===== src/rtl/alu_pipe_mdu.sv =====
// alu_pipe_mdu: registered execute-stage ALU with valid/ready handshakes on both sides.
// Define ALU_MDU_EN to add the iterative multiply/divide unit (opcodes 01111-10010).
module alu_pipe_mdu #(
   parameter int WIDTH   = 32,
   parameter int SHAMT_W = 5
) (
   input  logic               clk,
   input  logic               rst,
   input  logic               flush,
   input  logic               in_valid,
   output logic               in_ready,
   input  logic [WIDTH-1:0]   arg1,
   input  logic [WIDTH-1:0]   arg2,
   input  logic [4:0]         alu_op,
   input  logic [SHAMT_W-1:0] shamt,
   output logic               out_valid,
   input  logic               out_ready,
   output logic [WIDTH-1:0]   result,
   output logic               zero
);
   localparam int SW = $clog2(WIDTH);

   typedef enum logic [1:0] {IDLE, BUSY, DONE} state_t;
   state_t state, next_state;

   logic             accept;
   logic             start_mdu;
   logic             mdu_last;
   logic [SW-1:0]    sh;
   logic [WIDTH-1:0] alu_value;
   logic [WIDTH-1:0] mem_sum;

   // Shift amounts wrap modulo WIDTH, which the cast provides since WIDTH is a power of 2.
   assign sh      = SW'(shamt);
   assign mem_sum = arg1 + arg2;
   assign accept  = in_valid && in_ready && !flush;

   always_comb begin
      alu_value = '0;
      case (alu_op)
         5'b00000: alu_value = arg1 + arg2;
         5'b00001: alu_value = arg1 - arg2;
         5'b00010: alu_value = arg1 & arg2;
         5'b00011: alu_value = arg1 | arg2;
         5'b00100: alu_value = ~(arg1 | arg2);
         5'b00101: alu_value = arg2 << sh;
         5'b00110: alu_value = arg2 >> sh;
         5'b00111: alu_value = $signed(arg2) >>> sh;
         5'b01000: alu_value = {{(WIDTH-1){1'b0}}, $signed(arg1) < $signed(arg2)};
         5'b01001: alu_value = arg2 << 16;
         5'b01010: alu_value = {{(WIDTH-1){1'b0}}, arg1 != arg2};
         5'b01011: alu_value = {{(WIDTH-1){1'b0}}, !arg1[WIDTH-1] && (|arg1)};
         5'b01100: alu_value = {{(WIDTH-1){1'b0}}, !arg1[WIDTH-1]};
         5'b01101: alu_value = {{(WIDTH-1){1'b0}}, arg1 == arg2};
         5'b01110: alu_value = mem_sum >> 2;
         default:  alu_value = '0;
      endcase
   end

`ifdef ALU_MDU_EN
   logic [WIDTH-1:0] acc, mq, mcand;
   logic [WIDTH-1:0] acc_next, mq_next, mdu_value;
   logic [WIDTH:0]   mul_sum, div_shift, div_diff;
   logic [4:0]       mdu_op;
   logic [SW-1:0]    count;
   logic             is_div;

   assign start_mdu = (alu_op >= 5'b01111) && (alu_op <= 5'b10010);
   assign is_div    = (mdu_op == 5'b10001) || (mdu_op == 5'b10010);
   assign mdu_last  = &count;
   assign mul_sum   = {1'b0, acc} + {1'b0, mcand};
   assign div_shift = {acc, mq[WIDTH-1]};
   assign div_diff  = div_shift - {1'b0, mcand};
   assign mdu_value = ((mdu_op == 5'b01111) || (mdu_op == 5'b10001)) ? mq_next : acc_next;

   // acc holds the product high half / partial remainder; mq the product low half / quotient.
   // A zero divisor never borrows, giving an all-ones quotient and remainder = dividend.
   always_comb begin
      acc_next = acc;
      mq_next  = mq;
      if (is_div) begin
         if (!div_diff[WIDTH]) begin
            acc_next = div_diff[WIDTH-1:0];
            mq_next  = {mq[WIDTH-2:0], 1'b1};
         end else begin
            acc_next = div_shift[WIDTH-1:0];
            mq_next  = {mq[WIDTH-2:0], 1'b0};
         end
      end else if (mq[0]) begin
         {acc_next, mq_next} = {mul_sum, mq[WIDTH-1:1]};
      end else begin
         {acc_next, mq_next} = {1'b0, acc, mq[WIDTH-1:1]};
      end
   end

   always_ff @(posedge clk or posedge rst) begin
      if (rst) begin
         acc    <= '0;
         mq     <= '0;
         mcand  <= '0;
         mdu_op <= '0;
         count  <= '0;
      end else if (accept && start_mdu) begin
         acc    <= '0;
         mq     <= arg1;
         mcand  <= arg2;
         mdu_op <= alu_op;
         count  <= '0;
      end else if (state == BUSY && !flush) begin
         acc   <= acc_next;
         mq    <= mq_next;
         count <= count + SW'(1);
      end
   end
`else
   assign start_mdu = 1'b0;
   assign mdu_last  = 1'b0;
`endif

   always_ff @(posedge clk or posedge rst) begin
      if (rst) state <= IDLE;
      else     state <= next_state;
   end

   // In DONE the unit takes a new op in the same cycle the current result is accepted.
   always_comb begin
      next_state = state;
      in_ready   = 1'b0;
      case (state)
         IDLE: begin
            in_ready = 1'b1;
            if (in_valid) next_state = start_mdu ? BUSY : DONE;
         end
         BUSY: if (mdu_last) next_state = DONE;
         DONE: begin
            in_ready = out_ready;
            if (out_ready) next_state = in_valid ? (start_mdu ? BUSY : DONE) : IDLE;
         end
         default: next_state = IDLE;
      endcase
      if (flush) next_state = IDLE;
   end

   always_ff @(posedge clk or posedge rst) begin
      if (rst) begin
         out_valid <= 1'b0;
         result    <= '0;
         zero      <= 1'b1;
      end else begin
         out_valid <= (next_state == DONE);
         if (accept && !start_mdu) begin
            result <= alu_value;
            zero   <= (alu_value == '0);
         end
`ifdef ALU_MDU_EN
         else if (state == BUSY && !flush && mdu_last) begin
            result <= mdu_value;
            zero   <= (mdu_value == '0);
         end
`endif
      end
   end
endmodule


===== config.mk =====
export PLATFORM = sky130hd
export DESIGN_NAME = alu_pipe_mdu
export DESIGN_NICKNAME = d
export VERILOG_FILES = /design/src/rtl/alu_pipe_mdu.sv
export SDC_FILE = /design/constraint.sdc
export NUM_CORES = 1
export LEC_CHECK = 0
export CORE_MARGIN = 10
export CORE_UTILIZATION = 35
export CTS_CLUSTER_DIAMETER = 50
export CTS_CLUSTER_SIZE = 12
export DETAILED_ROUTE_END_ITERATION = 7
export PLACE_DENSITY = 0.64
export SLEW_MARGIN = 10
export SYNTH_ARGS = -nofsm -noshare
export SYNTH_HDL_FRONTEND = slang
export SYNTH_SLANG_ARGS = --single-unit

===== constraint.sdc =====
create_clock -name clk -period 7.2 [get_ports clk]
set_input_delay 1.08 -clock clk [delete_from_list [all_inputs] [get_ports clk]]
set_output_delay 1.08 -clock clk [all_outputs]
set_load 0.02 [all_outputs]

run_1/met4.png
(2 px per um) Supply wires on this layer in grey.
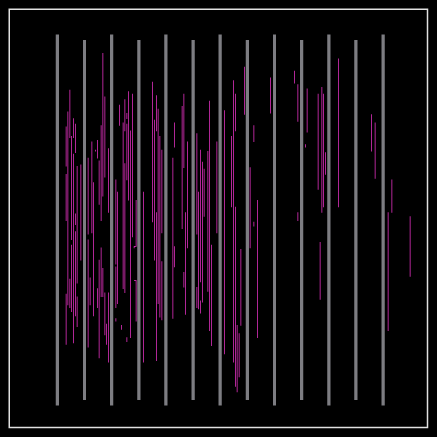
main direction: vertical
longest straight run: 141 um
nets with wire on the layer: 94
wire length on this layer: 4,380 um
share of all routed wire: 5.7%
Routed WL: 77,400 um
Vias: 16,089

run_1/port_nets.png
(1.5 px per um)
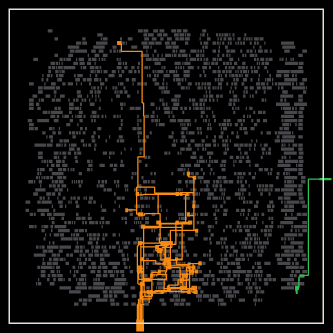
legend:
  orange:
    port: `alu_op`
    bits: 5
    direction: input
    end_cells: 51
    buffers: 7
    wire: 1,280 um
  green:
    port: `flush`
    bits: 1
    direction: input
    end_cells: 2
    buffers: 1
    wire: 94.4 um

run_1/density.png
(2 px per um) 21 x 21 tiles, from dark blue (low) to red (high), 0 to 100% covered.
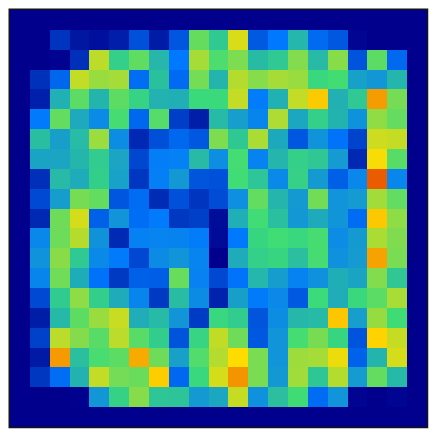
fullest tile: 90%
mean over tiles: 32%
emptiest ninth of the die: north-west
tiles over 75% full: 2.5%

run_1/clock_map.png
(2 px per um)
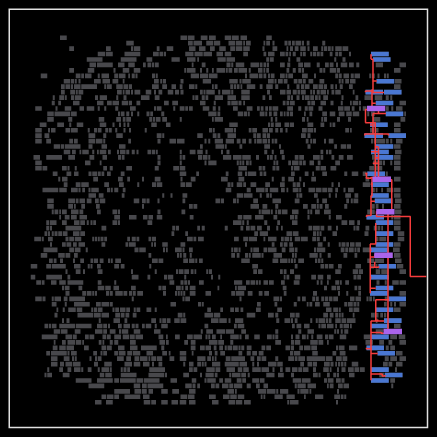
legend:
  red:
    item: clock wires
    length: 478 um
  purple:
    item: cells driving clock nets
    count: 5
  blue:
    item: flip-flops
    count: 36
routed clock nets: 6
flops lie: a column on the right
Clock group: 226 uW
Layout Skew: 3.25 ps
clock share of power: 13.9%
Latency at later pin: 280 ps

==> summary.txt, run 1 <==
impl run done, here's what came out: Initial DRT Pass Iterations 6, clock buffers created by TritonCTS 5, tool warnings 90, worst rel slew slack 6.59%, post-synthesis adder-cell area fraction 10.0%, Die Outline Area 43,400 um^2, final-report max-slew violation count 0, Period minus WS final 6260 ps, share of flip-flops with an asynchronous set or reset after synthesis 100%, endpoint type of the worst setup path register, total nets after synthesis 1,961, dpl cells 2,289, Final period util 87.0%, flip-flops with a built-in enable 0, Primary FF master, synth sky130_fd_sc_hd__dfrtp_1, HPWL after detailed placement 62,200 um, RePlAce Congestion 1.07, starting density of the core 35.7%, total leakage power 0.00573 uW, max capacitance violation total 0, number of cells in Yosys stat 1,784, Synth Area in Simple Gates 24.5%, total number of yosys warnings 0, Core ar. 34,800 um^2, multiplexer share of the synthesized area 15.4%, area of the mapped netlist 12,400 um^2, unrepaired setup endpoints after global routing no, final design utilization 41.3%, Max Fclk 0.160 GHz, area of the synthesized netlist per yosys stat 12,400 um^2, wire length of the first global-routing pass 110,000 um, area growth from synthesis to final layout 15.7%, overflow left after global routing 0, TritonCTS clock tree yes, Routed wire per std cell 33.7 um, most frequent logic cells in the routed design sky130_fd_sc_hd__nand2_1, sky130_fd_sc_hd__nor2_1, sky130_fd_sc_hd__a21oi_1, final setup violation count 0, fraction of layout cells with a size suffix above 1 11.0%, violation tally from detailed-route iteration zero 2,590, Power Dens Cells 113 nW/um^2, width of the chip 208 um, number of top-level pins 114, floorplan die height 208 um, register share after synthesis 7.27%, layout net count 2,018, required time at the worst-slack endpoint 7390 ps, yosys xor share 2.75%, via count of the first global-routing pass 15,175, Flops after synth 36, post-cts gate resize count 0, post-detailed-route via-to-cell ratio 7.00, distinct cell type count after synthesis 89, largest net degree at the start of global routing 67, status finished, final reports clean, Worst Hold Class reg -> reg, # clock sinks 36, DRC 0, gate count after technology mapping 1,784, clock edge transition at the registers on the reported setup and hold paths 50 ps, clock root buffer sky130_fd_sc_hd__clkbuf_16, hold violation count in the final report 0, post-synthesis area per instance 6.96 um^2, Worst Tran Pin Value 1390 ps, Max clock buf depth 2, I/O Buffers 113, total number of placement rows 68, startpoint type of the worst setup path input port, dominant logic cell type in the layout sky130_fd_sc_hd__nand2_1, start-to-end type of the worst setup path in -> reg, dominant kind of combinational cell AND-OR/OR-AND gates, Post-CTS Setup Bufs 0, final total negative setup slack 0 ps, GRT Util Overall 33.4%, Worst IR Drop VDD 0.000200 V, WP data arrival 6450 ps, htree depth 2, final cell count without fillers 2,299, Worst R2R Setup Slack 3840 ps, synthesized-area fraction occupied by ao, oa, aoi and oai cells 32.1%, Hold-fix buffers, CTS 0, number of nets still failing antenna checks after routing 0, antenna violations before repair 4, highest fanout seen on the critical path 11
[run 1: per-layer routing]
layer,up-vias,global-route usage (%),wire (um)
li1,6844,-,-
met4,4,15.3,4380
met5,-,0,26
met1,7812,42.2,29900
met2,1188,54.3,34900
met3,241,5.39,8120
[run 1: Yosys cell counts (36+ instances only)]
master                     count  area [um^2]
sky130_fd_sc_hd__o21ai_0     113          566
sky130_fd_sc_hd__ha_1         96         1200
sky130_fd_sc_hd__mux2_2       36          405
sky130_fd_sc_hd__clkbuf_1    116          435
sky130_fd_sc_hd__mux2i_1      79          791
sky130_fd_sc_hd__nor2_1      139          522
sky130_fd_sc_hd__nor3_1       61          305
sky130_fd_sc_hd__a21oi_1     123          616
sky130_fd_sc_hd__nand3_1      52          260
sky130_fd_sc_hd__inv_1        93          349
sky130_fd_sc_hd__nand2_1     186          698
[run 1: final cells by class]
class / instances / area, um^2
fill: 3717 / 20400
antenna: 2 / 5.00
multi-input combinational: 1496 / 10500
inverter: 96 / 360
clock buffer: 8 / 156
sequential: 36 / 902
timing repair buffer: 206 / 1840
tap: 455 / 569
[run 1: per-stage QoR]
stage / hold WS, ps / area [um^2] / total power, uW / setup slack, ps
after floorplan: 421 / 12400 / 907 / 2490
after global placement: 436 / 14200 / 1360 / 799
after detailed placement: 462 / 14200 / 1360 / 828
after CTS: 470 / 14400 / 1590 / 1100
after global routing: 479 / 14400 / 1690 / 688
final: 468 / 14400 / 1620 / 935
[run 1: final timing paths]
kind                       cells after the start    endpoint  startpoint
max in group asynchronous                      3        zero         rst
hold reg to reg                                1    state[0]    state[1]
hold / removal                                 1    state[0]    state[1]
setup reg to reg                              11        zero    state[0]
min in group asynchronous                      3  result[23]         rst
setup / recovery                              14        zero     arg2[2]
[run 1: where the power goes]
group	switching [uW]	internal (uW)
logic	746	408
registers	14.4	231
clock network	78.8	147
[run 1: flip-flops by register name (all words and copies together), names as in the netlist]
register and count:
result 32, state 2, out_valid 1, zero 1
[run 1: worst max-delay path, cell delays in order]
cell and delay [ps]:
sky130_fd_sc_hd__clkdlybuf4s50_1 850, sky130_fd_sc_hd__inv_1 280, sky130_fd_sc_hd__ha_1 470, sky130_fd_sc_hd__a21o_1 270, sky130_fd_sc_hd__a221oi_4 340, sky130_fd_sc_hd__o21ba_2 260
sky130_fd_sc_hd__mux2i_1 220, sky130_fd_sc_hd__o211ai_1 230, sky130_fd_sc_hd__a311oi_1 840, sky130_fd_sc_hd__nand4_1 280, sky130_fd_sc_hd__nor4_1 400, sky130_fd_sc_hd__nand4_1 130
sky130_fd_sc_hd__or4_1 450, sky130_fd_sc_hd__o41ai_2 350
[run 1: cells by family (layout without fill, tap and decap cells)]
logic type,after synthesis,count (layout)
DFF,36,36
xor gates and xnor gates,39,39
adders and majority gates,98,98
AOI/OAI and AO/OA,584,584
muxes,148,148
and+or+nand+nor,627,627
other,0,2
buffers and inverters,252,310
==> inputs of run 2 (changes only) <==
- CTS_BUF_LIST: not set -> sky130_fd_sc_hd__clkbuf_4
run_2/met4.png
(2 px per um) Supply wires on this layer in grey.
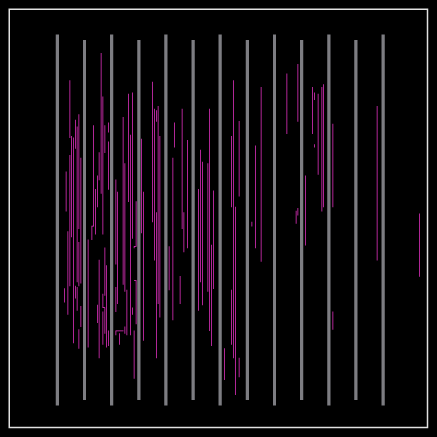
main direction: vertical
nets with wire on the layer: 79
share of all routed wire: 5.0%

==> summary.txt, run 2 <==
impl run done, here's what came out: Crit-path slowest cell sky130_fd_sc_hd__clkdlybuf4s50_1, Primary FF master, synth sky130_fd_sc_hd__dfrtp_1, width of the chip 208 um, post-cts gate resize count 0, via count of the first global-routing pass 15,138, Combinational Area 10,500 um^2, I/O Buffers 113, layout net count 2,018, worst rel slew slack 10.6%, total leakage power 0.00568 uW, gate count after technology mapping 1,784, final cell count without fillers 2,298, register share after synthesis 7.27%, Dominant cell area share 9.67%, post-detailed-route via-to-cell ratio 7.02, Max Fclk 0.161 GHz, start-to-end type of the worst setup path in -> reg, length of routed wiring on met1 30,500 um, clock root buffer sky130_fd_sc_hd__clkbuf_4, htree depth 2, commonest cells in the netlist sky130_fd_sc_hd__nand2_1, sky130_fd_sc_hd__nor2_1, sky130_fd_sc_hd__a21oi_1, sky130_fd_sc_hd__clkbuf_1, sky130_fd_sc_hd__o21ai_0, Worst R2R Setup Slack 3830 ps, Post-synth area hogs sky130_fd_sc_hd__ha_1, sky130_fd_sc_hd__dfrtp_1, sky130_fd_sc_hd__mux2i_1, cell repeated most along the worst path sky130_fd_sc_hd__nand4_1, Filler cells 3,726, Flop area 902 um^2, Period minus WS final 6190 ps, antenna violations before repair 4, final design utilization 41.0%, most frequent logic cells in the routed design sky130_fd_sc_hd__nand2_1, sky130_fd_sc_hd__nor2_1, sky130_fd_sc_hd__a21oi_1, register with the most flip-flops result, Hold-fix buffers, CTS 0, largest registers in the final layout result (32), state (2), Routed wire per std cell 33.7 um, share of flip-flops with an asynchronous set or reset after synthesis 100%, Final period util 86.0%, Setup WS post-layout 1010 ps, DRC 0, Hold Slack 476 ps, Vias 16,124, Flops after synth 36, most common cell in the synthesized netlist sky130_fd_sc_hd__nand2_1, wire length of the first global-routing pass 109,000 um, final setup violation count 0, Die Outline Area 43,400 um^2, tool warnings 90, distinct cell type count after synthesis 89, Post-CTS Setup Bufs 0, Power Dens Cells 105 nW/um^2, endpoint type of the worst setup path register, clock buffers created by TritonCTS 5, fraction of layout cells with a size suffix above 1 10.9%, Worst Tran Pin Value 1330 ps, Initial DRT Pass Iterations 6, final-report max-slew violation count 0, total number of placement rows 68, dominant logic cell type in the layout sky130_fd_sc_hd__nand2_1, number of top-level pins 114, WP data arrival 6470 ps, violation tally from detailed-route iteration zero 2,566, flip-flops with a built-in enable 0, met3 wire length 7730 um, total number of yosys warnings 0, unrepaired setup endpoints after global routing no, flip-flop count of the largest register, all copies and words added 32, highest metal layer with signal wires met5, CP cell instances clkdlybuf4s50_1 -> inv_1 -> ha_1 -> a21o_1 -> a221oi_4 -> o21ba_2 -> mux2i_1 -> o211ai_1 -> a311oi_1 -> nand4_1 -> nor4_1 -> nand4_1 -> or4_1 -> o41ai_2, cell type with the largest total area sky130_fd_sc_hd__ha_1, Detail Route met2 WL 35,300 um, overflow left after global routing 0, number of nets still failing antenna checks after routing 0, TritonCTS clock tree yes, Max clock buf depth 2, dpl cells 2,289, startpoint type of the worst setup path input port, highest fanout seen on the critical path 11, required time at the worst-slack endpoint 7470 ps, area of the mapped netlist 12,400 um^2, max capacitance violation total 0, RePlAce Congestion 1.07, starting density of the core 35.7%, largest net degree at the start of global routing 67, clock edge transition at the registers on the reported setup and hold paths 100 ps, hold violation count in the final report 0, Worst IR Drop VDD 0.000106 V, Latency at later pin 360 ps, Routed WL 77,500 um, HPWL after detailed placement 62,200 um, status finished, final reports clean, worst setup slack after placement 828 ps, final total negative setup slack 0 ps, # clock sinks 36, Worst Hold Class reg -> reg, largest stage delay on the critical path 860 ps, area growth from synthesis to final layout 14.9%, number of cells in Yosys stat 1,784, total nets after synthesis 1,961, Layout Skew 11.3 ps, area of the synthesized netlist per yosys stat 12,400 um^2, floorplan die height 208 um, Core ar. 34,800 um^2, post-synthesis area per instance 6.96 um^2
run_2/final_congestion.png
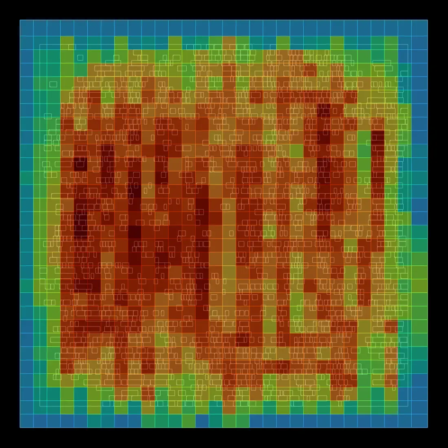
GRT Util Overall: 33.4%
GRT Max-Usage Layer: met2

==> run 2: netlist changes by cell type in the layout (fill, tap and decap cells not counted) <==
| cell | change |
|---|---|
| sky130_fd_sc_hd__clkbuf_4 | +6 |
| sky130_fd_sc_hd__diode_2 | -1 |
| sky130_fd_sc_hd__clkinv_1 | +2 |
| sky130_fd_sc_hd__clkbuf_16 | -5 |
| sky130_fd_sc_hd__clkbuf_8 | -2 |
| sky130_fd_sc_hd__clkbuf_1 | -1 |
==> run 2: report_power, final <==
group / switching, uW / total, uW / internal (uW)
Sequential: 14.2 / 244 / 230
Combinational: 747 / 1160 / 408
Clock: 64.1 / 104 / 39.8
Total: 826 / 1500 / 678
==> run 2: final timing paths <==
path	endpoint	cells after the start	start
setup / recovery	zero	14	arg2[2]
setup reg to reg	zero	11	state[0]
max in group asynchronous	zero	3	rst
hold reg to reg	state[0]	1	state[1]
hold / removal	state[0]	1	state[1]
min in group asynchronous	result[25]	3	rst
==> run 2: cells by family after synthesis <==
kind of cell	share of synthesized area, %
simple gates	24.5
compound gates	32.1
buf+inv	7.99
mux	15.4
fa+ha+maj	10.0
xor+xnor	2.75
flops	7.27
==> run 2: area by class of cell <==
cell class,instances,share of cell area [%]
antenna,1,0.0175
clock buffer,6,0.316
clock inverter,2,0.0526
inverter,96,2.53
multi-input combinational,1496,73.9
sequential,36,6.33
tap,455,3.99
timing repair buffer,206,12.9
==> run 2: worst max-delay path, delay by kind of cell <==
| kind | cells | cell delay [ps] |
|---|---|---|
| compound gates | 6 | 2280 |
| buf+inv | 2 | 1140 |
| fa+ha+maj | 1 | 470 |
| mux | 1 | 220 |
| simple gates | 4 | 1250 |
==> run 2: metal layers <==
metal / vias to the layer above / track usage [%]
li1: 6830 / -
met2: 1175 / 54.4
met1: 7897 / 42.2
met4: 4 / 14.6
met3: 218 / 5.69
met5: - / 0
==> run 2: per-stage QoR <==
step | cell area, um^2 | power [uW]
finish | 14300 | 1500
global route | 14300 | 1560
CTS | 14300 | 1460
detailed placement | 14200 | 1360
global placement | 14200 | 1360
floorplan | 12400 | 907
No activity file was given, so power comes from the tool's default toggle rates.
